### config.mk
export PLATFORM = sky130hd
export DESIGN_NAME = zone_climate_ctrl
export DESIGN_NICKNAME = d
export VERILOG_FILES = /design/src/rtl/smart_home_pkg.sv /design/src/rtl/climate_zone_fsm.sv /design/src/rtl/zone_climate_ctrl.sv
export SDC_FILE = /design/constraint.sdc
export NUM_CORES = 1
export LEC_CHECK = 0
export ABC_AREA = 1
export CAP_MARGIN = 20
export CELL_PAD_IN_SITES_DETAIL_PLACEMENT = 0
export CELL_PAD_IN_SITES_GLOBAL_PLACEMENT = 1
export CORE_MARGIN = 4
export CORE_UTILIZATION = 45
export DETAILED_ROUTE_END_ITERATION = 10
export PLACE_DENSITY = 0.88
export SYNTH_ARGS = -nofsm -noshare
export SYNTH_HDL_FRONTEND = slang
export SYNTH_SLANG_ARGS = --single-unit
### constraint.sdc
create_clock -name clk -period 7.4 [get_ports clk]
set_input_delay 0.74 -clock clk [delete_from_list [all_inputs] [get_ports clk]]
set_output_delay 0.74 -clock clk [all_outputs]
set_load 0.02 [all_outputs]
### src/rtl/smart_home_pkg.sv
// Shared types and helpers for the Smart_Home climate blocks.
// Saturating threshold arithmetic lives here so every zone clamps identically.
package smart_home_pkg;

   typedef enum logic [1:0] {
      IDLE = 2'd0,
      HEAT = 2'd1,
      COOL = 2'd2
   } zone_state_t;

   localparam int DWELL_W = 8;

   function automatic int clamp_sub(input int a, input int b);
      return (a > b) ? (a - b) : 0;
   endfunction

   function automatic int clamp_add(input int a, input int b, input int mx);
      return ((a + b) > mx) ? mx : (a + b);
   endfunction

endpackage

### src/rtl/climate_zone_fsm.sv
// One climate zone: IDLE/HEAT/COOL with hysteresis and dwell timer.
// Requests are raised here; the top decides which one is granted.
module climate_zone_fsm
   import smart_home_pkg::*;
#(
   parameter int TEMP_W = 5,
   parameter int HYST   = 2,
   parameter int DWELL  = 4
) (
   input  logic              clk,
   input  logic              rst,
   input  logic              i_en,
   input  logic [TEMP_W-1:0] i_temp,
   input  logic [TEMP_W-1:0] i_sp,
   input  logic              i_grant,
   output logic              o_heat_req,
   output logic              o_cool_req,
   output zone_state_t       o_state,
   output logic              o_active_nxt
);

   localparam int TMAX = (1 << TEMP_W) - 1;

   zone_state_t        r_state;
   zone_state_t        w_state_nxt;
   logic [DWELL_W-1:0] r_dwell;
   logic [DWELL_W-1:0] w_dwell_nxt;
   logic [TEMP_W:0]    w_lo;
   logic [TEMP_W:0]    w_hi;
   logic [TEMP_W:0]    w_temp;
   logic               w_expired;

   // Thresholds at TEMP_W+1 bits so sp=0 / sp=max never wrap.
   assign w_lo   = (TEMP_W+1)'(clamp_sub(int'(i_sp), HYST));
   assign w_hi   = (TEMP_W+1)'(clamp_add(int'(i_sp), HYST, TMAX));
   assign w_temp = {1'b0, i_temp};
   assign w_expired = (r_dwell == '0);

   assign o_heat_req = i_en && (r_state == IDLE) && w_expired && (w_temp < w_lo);
   assign o_cool_req = i_en && (r_state == IDLE) && w_expired && (w_temp > w_hi);
   assign o_state      = r_state;
   assign o_active_nxt = (w_state_nxt != IDLE);

   always_comb begin
      w_state_nxt = r_state;
      w_dwell_nxt = w_expired ? '0 : (r_dwell - DWELL_W'(1));
      if (!i_en) begin
         w_state_nxt = IDLE;
         w_dwell_nxt = '0;
      end else begin
         unique case (r_state)
            IDLE: begin
               if (i_grant && o_heat_req) begin
                  w_state_nxt = HEAT;
                  w_dwell_nxt = DWELL_W'(DWELL);
               end else if (i_grant && o_cool_req) begin
                  w_state_nxt = COOL;
                  w_dwell_nxt = DWELL_W'(DWELL);
               end
            end
            HEAT: begin
               if (w_expired && (i_temp >= i_sp)) begin
                  w_state_nxt = IDLE;
                  w_dwell_nxt = DWELL_W'(DWELL);
               end
            end
            COOL: begin
               if (w_expired && (i_temp <= i_sp)) begin
                  w_state_nxt = IDLE;
                  w_dwell_nxt = DWELL_W'(DWELL);
               end
            end
            default: begin
               w_state_nxt = IDLE;
               w_dwell_nxt = '0;
            end
         endcase
      end
   end

   always_ff @(posedge clk or posedge rst) begin
      if (rst) begin
         r_state <= IDLE;
         r_dwell <= '0;
      end else begin
         r_state <= w_state_nxt;
         r_dwell <= w_dwell_nxt;
      end
   end

endmodule

### src/rtl/zone_climate_ctrl.sv
// Multi-zone HVAC controller: per-zone FSMs sharing a power budget.
// A round-robin arbiter grants at most one new start per edge.
module zone_climate_ctrl
   import smart_home_pkg::*;
#(
   parameter  int NZONES     = 4,
   parameter  int TEMP_W     = 5,
   parameter  int HYST       = 2,
   parameter  int DWELL      = 4,
   parameter  int MAX_ACTIVE = 2,
   localparam int CNT_W      = $clog2(MAX_ACTIVE + 1),
   localparam int PTR_W      = (NZONES > 1) ? $clog2(NZONES) : 1
) (
   input  logic                     clk,
   input  logic                     rst,
   input  logic                     en,
   input  logic [NZONES*TEMP_W-1:0] temperature,
   input  logic [NZONES*TEMP_W-1:0] setpoint,
   output logic [NZONES-1:0]        heating,
   output logic [NZONES-1:0]        cooling,
   output logic [CNT_W-1:0]         active_cnt,
   output logic                     stall
);

   zone_state_t       w_state [NZONES];
   logic [NZONES-1:0] w_heat_req;
   logic [NZONES-1:0] w_cool_req;
   logic [NZONES-1:0] w_req;
   logic [NZONES-1:0] w_grant;
   logic [NZONES-1:0] w_act_nxt;
   logic [PTR_W-1:0]  r_ptr;
   logic [PTR_W-1:0]  w_ptr_nxt;
   logic [PTR_W-1:0]  w_idx;
   logic              w_found;
   logic [CNT_W-1:0]  r_active_cnt;
   logic [CNT_W-1:0]  w_cnt_nxt;
   logic              r_stall;

   function automatic logic [PTR_W-1:0] f_inc(input logic [PTR_W-1:0] p);
      return (p == PTR_W'(NZONES - 1)) ? '0 : (p + PTR_W'(1));
   endfunction

   for (genvar g = 0; g < NZONES; g++) begin : g_zone
      climate_zone_fsm #(
         .TEMP_W (TEMP_W),
         .HYST   (HYST),
         .DWELL  (DWELL)
      ) u_fsm (
         .clk          (clk),
         .rst          (rst),
         .i_en         (en),
         .i_temp       (temperature[g*TEMP_W +: TEMP_W]),
         .i_sp         (setpoint[g*TEMP_W +: TEMP_W]),
         .i_grant      (w_grant[g]),
         .o_heat_req   (w_heat_req[g]),
         .o_cool_req   (w_cool_req[g]),
         .o_state      (w_state[g]),
         .o_active_nxt (w_act_nxt[g])
      );
      assign heating[g] = (w_state[g] == HEAT);
      assign cooling[g] = (w_state[g] == COOL);
   end

   assign w_req = w_heat_req | w_cool_req;

   // Budget check uses the registered count: no same-edge slot reuse.
   always_comb begin
      w_grant   = '0;
      w_ptr_nxt = r_ptr;
      w_found   = 1'b0;
      w_idx     = r_ptr;
      if (en && (r_active_cnt < CNT_W'(MAX_ACTIVE))) begin
         for (int k = 0; k < NZONES; k++) begin
            if (!w_found && w_req[w_idx]) begin
               w_found        = 1'b1;
               w_grant[w_idx] = 1'b1;
               w_ptr_nxt      = f_inc(w_idx);
            end
            w_idx = f_inc(w_idx);
         end
      end
   end

   always_comb begin
      w_cnt_nxt = '0;
      for (int i = 0; i < NZONES; i++) begin
         w_cnt_nxt = w_cnt_nxt + CNT_W'(w_act_nxt[i]);
      end
   end

   always_ff @(posedge clk or posedge rst) begin
      if (rst) begin
         r_ptr        <= '0;
         r_active_cnt <= '0;
         r_stall      <= 1'b0;
      end else begin
         r_ptr        <= w_ptr_nxt;
         r_active_cnt <= w_cnt_nxt;
         r_stall      <= |(w_req & ~w_grant);
      end
   end

   assign active_cnt = r_active_cnt;
   assign stall      = r_stall;

endmodule
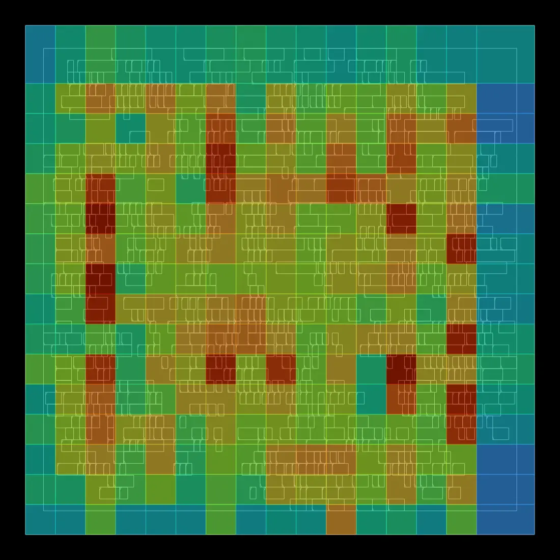
Fig. 1. Track usage over the die.
GRT Overall Usage: 18.8%
M3 GR Usage: 2.42%
GRT met1 Usage: 26.8%
met2 Usage GRT: 30.5%
grt peak-use layer: met2

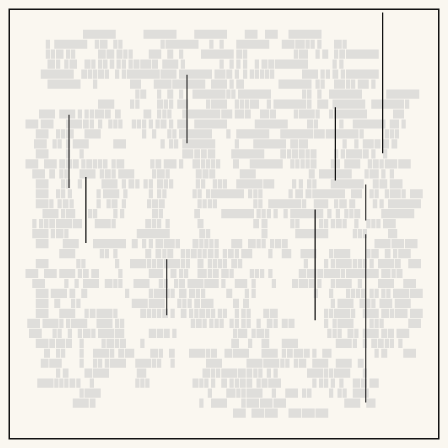
Fig. 2. M4 wires.
longest straight run = 45.6 um
nets with wire on the layer = 8

==> out/results.ini <==
[layout]
area_delta_synth_final_pct=16.0
regArea_um2=1130
seq_share_pct=18.2
inv_count=153
n_fill_cell=1142
utilization_pct=53.6
sh_comb_area_pct=58.4
largest_register=g_zone.u_fsm.r_dwell
layout_top_cell=nand2_1
largest_reg_flops=32
largestClassByArea=logic gates
nonClkBufAreaFrac_pct=8.71
drive_gt1_share_pct=6.19
nMultiInputCombCells=628

[timing]
fmax_mhz=217
setup_viol_count_final=0
slew_violations=0
max_slew_margin_pct=53.7
rsz0062_at_grt=no
whs_ps=420
timing.final.crit_share_pct=62.3
fin_crit_ps=4610
finalSetupTns_ps=0

[setup_path]
critical-path-top-delay-family=simple AND/OR/NAND/NOR gates
r2r-start=r_ptr[0]$_DFFE_PP0P_
crit_path_end_kind=flip-flop
critPathMostFrequentCell=nand2_1
arrival_ps=4790
critPathMaxFanout=6
crit_path_top_delay_cell=clkdlybuf4s50_1
startpoint_type=input pin
rrSetupSlack_ps=3890

[pwr]
p_total_mw=1.71
p_int_uw=854
p_switching_uw=857
p_clk_uw=231
p_comb_mw=1.10
swShare_pct=50.1
p_leak_nw=3.49

[die]
die_w_um=117
row_count=39
die_area_um2=13600
coreArea_um2=11500
well_tap_count=143

[logic_synthesis]
common_cells=nand2_1 (219), inv_1 (144), nor2_1 (94)
synthMuxAreaShare_pct=0
synth_nets=954
yosys.area_share.simple_pct=37.6
yosys.cell_types.count=36
synth_top_flop_cell=dfrtp_1
aoi_share_pct=8.58
yosysTopAreaCellShare_pct=21.1
ys_ff=45
synthCells=830
avgSynthCellArea_um2=6.42
ys_area_um2=5330
logic_family=simple AND/OR/NAND/NOR gates
synth_xor_xnor_area_share_pct=2.30
edf_count=0
synth_adder_area_share_pct=19.2

[detailed_routing]
remaining_drc_errors=0
met3_length_um=459
drt_iter0_drc=353
vias_per_cell=5.02
dr.pass1.iters=5
num_vias=5174
maxUsedRoutingLayer=met4
wire_per_inst_um=12.2
wl_um=12600

[clock_tree]
ctsResizeCount=0
clock_latency_ps=290
cts_max_level=2
post-cts-setup-buffers=0
cts-root-buf=clkbuf_16
ctsLongestPathBuffers=2

[placed_design]
gp_congestion=0.934
preCtsSetupSlack_ps=2520

[global_routing]
antenna_found_initial=0
grt_pass1_vias=4849
grt_max_degree=46
overflow=0
grt_pass1_wl_um=21300

[min_path]
hold_end=g_zone[1].u_fsm.r_dwell[0]$_DFF_PP0_

[status]
status=complete, no violations

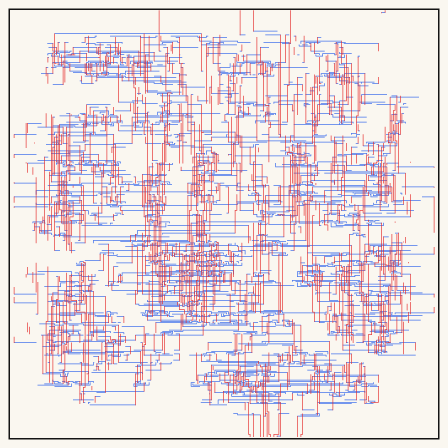
Fig. 3. Signal wires by layer.
Only two layers are drawn.
blue -> M1  # wire length 6,330 um
red -> M2  # wire length 5,560 um

[worst max path at each step]
| stage | start | endpoint | slack [ps] | cells after the start |
|---|---|---|---|---|
| after CTS | setpoint[11] | active_cnt[1]$_DFF_PP0_ | 2820 | 27 |
| after detailed placement | setpoint[11] | active_cnt[1]$_DFF_PP0_ | 2520 | 27 |
| after global placement | setpoint[16] | active_cnt[1]$_DFF_PP0_ | 2570 | 25 |
| final | setpoint[16] | active_cnt[1]$_DFF_PP0_ | 2790 | 25 |
| after floorplan | setpoint[16] | active_cnt[1]$_DFF_PP0_ | 3500 | 24 |
| after global routing | setpoint[16] | active_cnt[1]$_DFF_PP0_ | 2390 | 27 |
